Run 1, the metal 3 layer:
Drawn at 2 px/um.
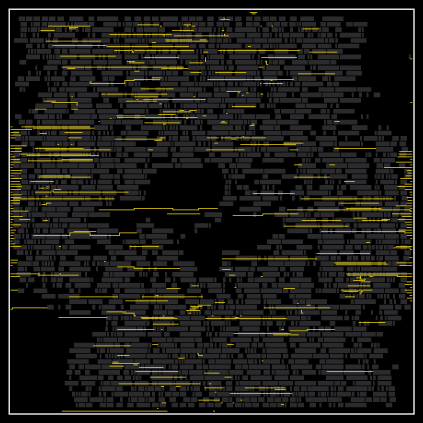
Run 1, clock network drawn from the DEF:
Drawn at 2 px/um.
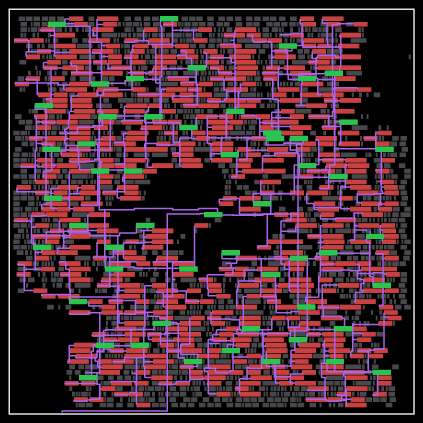
Run 1, placed cells, one colour a class:
Drawn at 1.5 px/um.
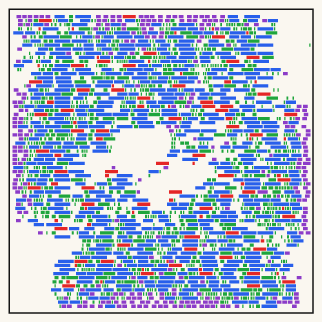
Run 1, the clock network:
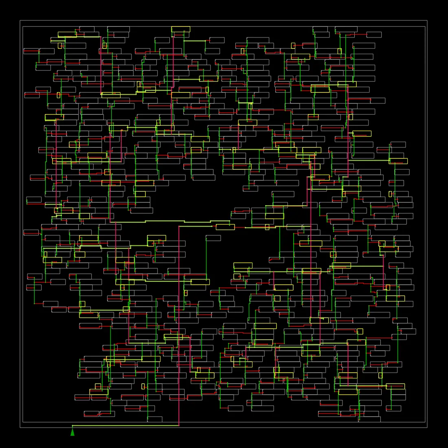
**src/rtl/craft_tweakey_stream.sv**
```systemverilog
// craft_tweakey_stream: streams CRAFT per-round tweakeys and round constants, LANES rounds per beat; reverse order enabled by CRAFT_TK_INVERSE_EN
module craft_tweakey_stream #(
    parameter int ROUNDS = 32,
    parameter int LANES  = 1
) (
    input  logic                CLK100MHZ,
    input  logic                CPU_RESET,
    input  logic                in_valid,
    output logic                in_ready,
    input  logic [127:0]        key,
    input  logic [63:0]         tweak,
`ifdef CRAFT_TK_INVERSE_EN
    input  logic                dec,
`endif
    output logic                out_valid,
    input  logic                out_ready,
    output logic [64*LANES-1:0] out_tk,
    output logic [8*LANES-1:0]  out_rc,
    output logic [7:0]          out_round,
    output logic                out_last
);
    if (ROUNDS < 1 || ROUNDS > 255 || !(LANES == 1 || LANES == 2 || LANES == 4) || ROUNDS % LANES != 0) begin : g_bad_cfg
        $error("craft_tweakey_stream: ROUNDS must be 1..255 and a multiple of LANES (1, 2 or 4)");
    end

    localparam logic [63:0] PERM = 64'hCAF5E892B374601D;

    function automatic logic [3:0] a_fwd(input logic [3:0] a);
        return {a[0] ^ a[1], a[3:1]};
    endfunction

    function automatic logic [2:0] b_fwd(input logic [2:0] b);
        return {b[0] ^ b[1], b[2:1]};
    endfunction

    function automatic logic [63:0] q_perm(input logic [63:0] t);
        logic [63:0] q;
        q = '0;
        for (int i = 0; i < 16; i++)
            q[63-4*i -: 4] = t[63-4*int'(PERM[63-4*i -: 4]) -: 4];
        return q;
    endfunction

`ifdef CRAFT_TK_INVERSE_EN
    function automatic logic [3:0] a_rev(input logic [3:0] a);
        return {a[2:0], a[3] ^ a[0]};
    endfunction

    function automatic logic [2:0] b_rev(input logic [2:0] b);
        return {b[1:0], b[2] ^ b[0]};
    endfunction

    // LFSR state of the final round, so reverse jobs can start there without stepping at run time
    function automatic logic [6:0] end_state();
        logic [3:0] a;
        logic [2:0] b;
        a = 4'h1;
        b = 3'h1;
        for (int i = 0; i < ROUNDS - 1; i++) begin
            a = a_fwd(a);
            b = b_fwd(b);
        end
        return {a, b};
    endfunction

    localparam logic [6:0] REV_INIT = end_state();
    logic dec_r;
`endif

    typedef enum logic [1:0] {IDLE, LOAD, RUN} state_t;

    state_t       state;
    logic [127:0] key_r;
    logic [63:0]  tweak_r;
    logic [63:0]  tk_r [4];
    logic [7:0]   rnd;
    logic [3:0]   a_r;
    logic [2:0]   b_r;
    logic [3:0]   a_l [LANES+1];
    logic [2:0]   b_l [LANES+1];
    logic [1:0]   sel_l [LANES];
    logic [64*LANES-1:0] tk_c;
    logic [8*LANES-1:0]  rc_c;
    logic         last_c;
    logic [7:0]   rnd_n;

    assign in_ready = (state == IDLE) & ~CPU_RESET;

`ifdef CRAFT_TK_INVERSE_EN
    assign last_c = dec_r ? (rnd == 8'(LANES - 1)) : (rnd + 8'(LANES) == 8'(ROUNDS));
    assign rnd_n  = dec_r ? rnd - 8'(LANES) : rnd + 8'(LANES);
`else
    assign last_c = rnd + 8'(LANES) == 8'(ROUNDS);
    assign rnd_n  = rnd + 8'(LANES);
`endif

    // Unrolled per-lane LFSR steps and tweakey selection for the beat about to be issued
    always_comb begin
        a_l[0] = a_r;
        b_l[0] = b_r;
        tk_c = '0;
        rc_c = '0;
        for (int k = 0; k < LANES; k++) begin
`ifdef CRAFT_TK_INVERSE_EN
            a_l[k+1] = dec_r ? a_rev(a_l[k]) : a_fwd(a_l[k]);
            b_l[k+1] = dec_r ? b_rev(b_l[k]) : b_fwd(b_l[k]);
            sel_l[k] = dec_r ? rnd[1:0] - 2'(k) : rnd[1:0] + 2'(k);
`else
            a_l[k+1] = a_fwd(a_l[k]);
            b_l[k+1] = b_fwd(b_l[k]);
            sel_l[k] = rnd[1:0] + 2'(k);
`endif
            tk_c[64*k +: 64] = tk_r[sel_l[k]];
            rc_c[8*k +: 8]   = {a_l[k], 1'b0, b_l[k]};
        end
    end

    // Job control: accept a key/tweak, precompute the tweakeys, then stream beats under backpressure
    always_ff @(posedge CLK100MHZ) begin
        if (CPU_RESET) begin
            state     <= IDLE;
            out_valid <= 1'b0;
            out_last  <= 1'b0;
            out_round <= '0;
            out_tk    <= '0;
            out_rc    <= '0;
            key_r     <= '0;
            tweak_r   <= '0;
        end else begin
            case (state)
                IDLE: if (in_valid) begin
                    key_r   <= key;
                    tweak_r <= tweak;
`ifdef CRAFT_TK_INVERSE_EN
                    dec_r   <= dec;
`endif
                    state   <= LOAD;
                end
                LOAD: begin
                    tk_r[0] <= key_r[127:64] ^ tweak_r;
                    tk_r[1] <= key_r[63:0] ^ tweak_r;
                    tk_r[2] <= key_r[127:64] ^ q_perm(tweak_r);
                    tk_r[3] <= key_r[63:0] ^ q_perm(tweak_r);
`ifdef CRAFT_TK_INVERSE_EN
                    rnd          <= dec_r ? 8'(ROUNDS - 1) : 8'd0;
                    {a_r, b_r}   <= dec_r ? REV_INIT : {4'h1, 3'h1};
`else
                    rnd          <= 8'd0;
                    {a_r, b_r}   <= {4'h1, 3'h1};
`endif
                    state   <= RUN;
                end
                RUN: if (out_valid && out_ready && out_last) begin
                    state     <= IDLE;
                    out_valid <= 1'b0;
                    out_last  <= 1'b0;
                end else if (!out_valid || out_ready) begin
                    out_valid <= 1'b1;
                    out_tk    <= tk_c;
                    out_rc    <= rc_c;
                    out_round <= rnd;
                    out_last  <= last_c;
                    rnd       <= rnd_n;
                    a_r       <= a_l[LANES];
                    b_r       <= b_l[LANES];
                end
                default: state <= IDLE;
            endcase
        end
    end
endmodule

```
**config.mk**
```make
export PLATFORM = sky130hd
export DESIGN_NAME = craft_tweakey_stream
export DESIGN_NICKNAME = d
export VERILOG_FILES = /design/src/rtl/craft_tweakey_stream.sv
export SDC_FILE = /design/constraint.sdc
export NUM_CORES = 1
export LEC_CHECK = 0
export CORE_UTILIZATION = 55
export DETAILED_ROUTE_END_ITERATION = 10
export GPL_ROUTABILITY_DRIVEN = 0
export PLACE_DENSITY = 0.89
export RECOVER_POWER = 25
export SYNTH_ARGS = -nofsm -noshare
export SYNTH_HDL_FRONTEND = slang
export SYNTH_SLANG_ARGS = --single-unit
```
**constraint.sdc**
```tcl
create_clock -name CLK100MHZ -period 18.7 [get_ports CLK100MHZ]
set_input_delay 4.675 -clock CLK100MHZ [delete_from_list [all_inputs] [get_ports CLK100MHZ]]
set_output_delay 4.675 -clock CLK100MHZ [all_outputs]
set_load 0.005 [all_outputs]
```
==> reports/qor.csv, run 1 <==
stage,metric,value,unit
status,status,"complete, no violations",
setup_path,reg2reg_slack,15.58,ns
clocking,path_clk_slew,0.06,ns
placed_design,place_ws,8.21,ns
synthesis,yosysChipArea,0.0219,mm^2
setup_path,r2r-end,tweak_r[50],
synthesis,xor_area_share,10.5,%
synthesis,synthCells,1922,
synthesis,top_cell,nand2_1,
grt,grt_pass1_wl,81.2,mm
synthesis,synth_area_per_cell,11.4,um^2
grt,use_met1,32.7,%
final_layout,fillCellCount,2692,
clocking,ctsResizeCount,0,
detailed_routing,met3_length,3.42,mm
final_timing,tightest_slew,1.12,ns
final_timing,setup_viol_count_final,0,
final_layout,layout.area.top_class,registers,
final_layout,final_util,67.9,%
setup_path,cp.required,14.03,ns
clocking,cts_max_path_buffers,3,
min_path,worstHoldStart,out_tk[35],
clocking,post-cts-setup-buffer-count,0,
synthesis,netlist_area,0.0219,mm^2
final_timing,rsz0062_at_grt,no,
final_layout,drive_gt1_share,7.94,%
setup_path,cp-startpoint,CPU_RESET,
setup_path,crit_fanout,107,
grt,antenna_found_initial,5,
synthesis,synth_cell_types,36,
final_layout,layout.nonclk_buf_share,10.9,%
pwr,vdd_drop_max,70.0,uV
detailed_routing,drc,0,
synthesis,ys_sh_aoi,6.62,%
synthesis,yosysWarnings,0,
synthesis,edf_count,271,
final_timing,fin_crit,10.47,ns
setup_path,start_kind,input port,
final_layout,comb_area,0.00751,mm^2
clocking,cts_tree,done,
final_layout,nonClockBufferCount,290,
synthesis,top_cells_by_count,"548 x nand2_1, 276 x a21oi_1, 275 x dfxtp_1, 271 x edfxtp_1, 259 x xor2_1",
clocking,holdBufCountCts,0,
synthesis,synthTopCellsByArea,"edfxtp_1 37%, dfxtp_1 25%, xor2_1 10%, nand2_1 9.4%, mux4_2 6.5%",
setup_path,worstPathArrival,5.79,ns
synthesis,largest_area_cell,edfxtp_1,
die,fp_util,56.2,%
setup_path,critPathCapture,in_ready,
synthesis,topCombFamilyByArea,XOR/XNOR gates,
pwr,p_leak,10.3,nW
final_timing,slew_viol_final,0,
placed_design,dp_hpwl,33.6,mm
synthesis,postSynthSeqShare,62.3,%
final_layout,mostFrequentLayoutCell,nand2_1,
synthesis,mux_share,6.64,%
detailed_routing,top_layer,met4,
placed_design,dpl-instance-area,0.0247,mm^2
synthesis,synth_top_flop_cell,dfxtp_1,
grt,grt_use_total,26.0,%
pwr,total_power,2.71,mW
final_layout,seqCellArea,0.0136,mm^2
pwr,seqPwrFrac,51.3,%
final_layout,comb_share,28.3,%
synthesis,ys_cells,1922,
final_timing,fin_ws,8.23,ns
synthesis,floorplan.nets,2119,
clocking,cts.sinks,546,
final_layout,finalNetCount,2292,
-- 'the metal 3 layer' (at the start) --
The layer carries 3420 um of wire. The layer holds 6.5% of the routed length.
vias: 14557
routed wire length: 52.3 mm
met3 Use GR: 4.00%

-- 'clock network drawn from the DEF' (at the start) --
Key: flip-flops = red [count 546]; clock wires = purple [length 5980 um]; clock drivers = green [count 54]
There are 55 routed clock nets.
Power Clock: 1.07 mW
clock network fraction of total power: 39.6%

-- 'placed cells, one colour a class' (at the start) --
Key: remaining buffers and delay cells = purple [cells 290, share of their area 11%]; clock drivers and dummy loads = red [cells 101, share of their area 6.9%]; combinational and other logic = green [cells 1203, share of their area 29%]; sequential cells = blue [cells 546, share of their area 53%]
post-route cell area: 0.0265 mm^2
flop share of the area: 51.5%
Core Region: 0.0390 mm^2

-- 'the clock network' (at the start) --
CTS Buf Count: 54
Final Skew: 0.0241 ns
clkbuf count: 74
sequential cells: 546
Latency at later pin: 0.59 ns

==> run 1: registers in the layout (all words and copies together) (netlist names) <==
signal and count:
out_valid 1, state 2, out_round 8, a_r 4, rnd 8, tk_r 256
out_last 1, b_r 3, out_tk 64, out_rc 7, tweak_r 64, key_r 128
==> run 1: worst max-delay path: stages <==
cell and delay (ns):
buf_8 0.50, nor3_1 0.12, clkdlybuf4s50_1 0.48
==> run 1: power by group through the flow <==
stage	registers, mW	logic [mW]	clock network, mW
3_3_place_gp	1.41	0.233	0
5_1_grt	1.39	0.269	1.13
3_5_place_dp	1.41	0.244	0
4_1_cts	1.39	0.247	1.08
2_1_floorplan	1.39	0.165	0
6_report	1.39	0.246	1.07
Run 1, I/O nets highlighted:
Drawn at 2 px/um.
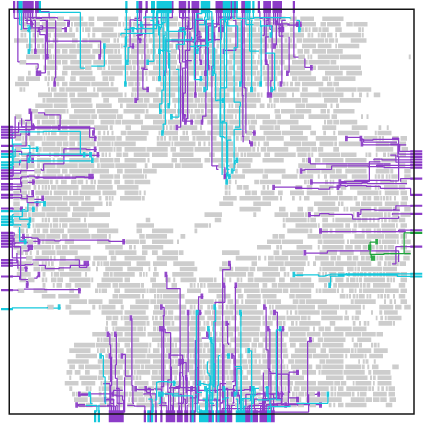

## Run 2: what changed since run 1
- CORE_UTILIZATION: 55 -> 50
- PLACE_DENSITY: 0.89 -> 0.86
- clock period: 18.7 -> 9.3 ns (I/O delays scaled with it)
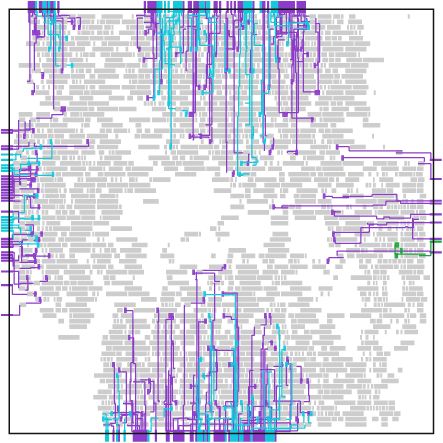
Run 2: I/O nets highlighted
Drawn at 2 px/um.
Key: tweak = cyan [bits 64, direction input, edge 30 north, 23 south, 11 west, end cells 64, buffers 64, wire 2190 um]; out_ready = green [bits 1, direction input, edge east, end cells 3, buffers 1, wire 37.2 um]; key = purple [bits 128, direction input, edge 50 north, 44 south, 26 west, 8 east, end cells 128, buffers 128, wire 5090 um]
Port Buffer Count: 277
I/O pins: 279

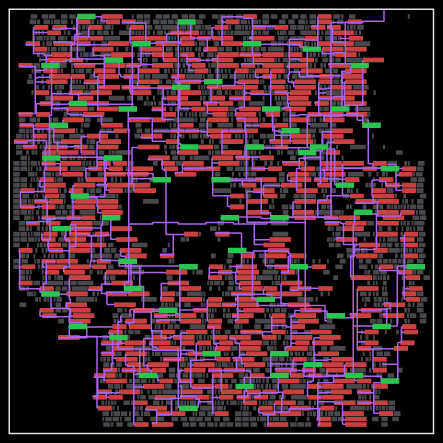
Run 2: clock network drawn from the DEF
Drawn at 2 px/um.
Key: flip-flops = red [count 546]; clock drivers = green [count 55]; clock wires = purple [length 6330 um]
There are 56 routed clock nets. Position of the flops: widely spread.
Latency at later pin: 0.60 ns
Power Clock: 2.29 mW
clock network fraction of total power: 41.0%
Final Skew: 0.0273 ns

==> run 2 against run 1 <==
  * Worst hold slack worse by 0.00095 ns
  * Sequential share of layout area is 0.45 points lower
  * Worst setup slack lost 4.7 ns
  * Routed wire length increased by 1.8%
  * Via count rose by 0.36%
  * Clock power is 110% higher
  * Combinational power increased by 100%
  * Non-clock buffer count up 1
  * Register-to-register slack lost 9.2 ns
  * Critical path type unchanged
==> reports/qor.csv, run 2 <==
stage,metric,value,unit,change
setup_path,crit_fanout,119,,+11%
synthesis,synth_cell_types,36,,unchanged
synthesis,floorplan.nets,2119,,unchanged
clocking,post-cts-setup-buffer-count,0,,unchanged
setup_path,slowest_stage,buf_8,,
final_layout,final_util,61.9,%,-6.0 points
clocking,holdBufCountCts,0,,unchanged
setup_path,worst-path-stages,3,,unchanged
grt,grt_pass1_wl,80.7,mm,-0.53%
final_layout,regMostFlops,tk_r,,
final_timing,setup_viol_count_final,0,,unchanged
status,status,"complete, no violations",,
synthesis,yosysChipArea,0.0219,mm^2,unchanged
final_timing,rsz0062_at_grt,no,,
min_path,worstHoldStart,out_round[3],,
synthesis,top_cells_by_count,"548 x nand2_1, 276 x a21oi_1, 275 x dfxtp_1, 271 x edfxtp_1, 259 x xor2_1",,
final_timing,fin_crit,5.80,ns,
synthesis,synthTopCellsByArea,"edfxtp_1 37%, dfxtp_1 25%, xor2_1 10%, nand2_1 9.4%, mux4_2 6.5%",,
setup_path,worstPathArrival,3.47,ns,-2.32 ns
synthesis,postSynthSeqShare,62.3,%,unchanged
clocking,cts_max_path_buffers,3,,unchanged
synthesis,largest_area_cell,edfxtp_1,,
detailed_routing,top_layer,met4,,
grt,grt_use_total,23.8,%,-2.2 points
pwr,power_combinational,0.491,mW,+100%
setup_path,crit_family,buffers and inverters,,
die,fp.dieH,211,um,
setup_path,crit_chain,buf_8 > nor3_1 > clkdlybuf4s50_1,,
setup_path,reg2reg_slack,6.43,ns,-9.15 ns
final_layout,fillCellCount,3235,,+20%
final_timing,slew_viol_final,0,,unchanged
final_layout,largest_reg_flops,256,,unchanged
synthesis,synthCells,1922,,unchanged
final_layout,drive_gt1_share,8.07,%,+0.13 points
final_layout,largest_registers,"tk_r: 256 flops, key_r: 128 flops",,
final_layout,mostFrequentLayoutCell,nand2_1,,
synthesis,topCombFamilyByArea,XOR/XNOR gates,,
setup_path,r2r-end,tk_r[0][15],,
setup_path,r2r_cells,4,,
clocking,cts_made_buffers,55,,+1.9%
pwr,p_leak,10.4,nW,+0.87%
die,fp_util,50.7,%,-5.4 points
pwr,total_power,5.57,mW,+110%
placed_design,dp_hpwl,34.1,mm,+1.7%
clocking,cts_tree,done,,
clocking,path_clk_slew,0.06,ns,about the same
setup_path,cp.required,6.98,ns,-7.05 ns
pwr,top_power_group,registers,,
final_timing,tightest_slew,1.16,ns,+0.0362 ns
grt,antenna_found_initial,6,,+1
detailed_routing,met3_length,3.47,mm,+1.5%
final_timing,fin_setup_tns,0,ns,
synthesis,netlist_area,0.0219,mm^2,unchanged
synthesis,edf_count,271,,unchanged
synthesis,xor_area_share,10.5,%,unchanged
placed_design,dpl-instance-area,0.0248,mm^2,+0.37%
setup_path,cp-startpoint,CPU_RESET,,
detailed_routing,drc,0,,unchanged
clocking,ctsResizeCount,0,,unchanged
pwr,vdd_drop_max,153,uV,+120%
synthesis,ys_cells,1922,,unchanged
final_layout,finalNetCount,2294,,+0.087%
synthesis,yosysWarnings,0,,unchanged
synthesis,ys_sh_aoi,6.62,%,unchanged
synthesis,top_cell,nand2_1,,
synthesis,mux_share,6.64,%,unchanged
clocking,cts.sinks,546,,unchanged
setup_path,cp_num_buf_inv,2,,unchanged
detailed_routing,via_count,14609,,+0.36%
grt,met3_usage,4.27,%,+0.27 points
synthesis,synth_top_flop_cell,dfxtp_1,,
final_timing,fin_ws,3.50,ns,-4.73 ns
grt,use_met1,28.9,%,-3.8 points
detailed_routing,drt-total-wl,53.3,mm,+1.8%
setup_path,cp-end-kind,output pin,,
setup_path,critPathMaxStageDelay,0.51,ns,about the same
run 2: cell counts after synthesis:
Identical to the previous run, type by type.
run 2: worst reg2reg max path, stage by stage (launching register included):
cell	delay (ns)
dfxtp_1	0.33
nand2b_1	0.23
nor2_4	0.14
buf_12	0.62
buf_4	1.08
run 2: layout make-up:
class                   instances  area, um^2  area share (%)
multi-input cells            1200        7510            28.1
well taps                     585         732            2.74
repair buffers                291        2900            10.8
diodes                          7        17.5          0.0656
clock inverters                21         203           0.759
flip-flops and latches        546       13600            51.1
clock buffers                  83        1710            6.40
inverters                       3        11.3          0.0421
Power is estimated from default activity; no workload was simulated.
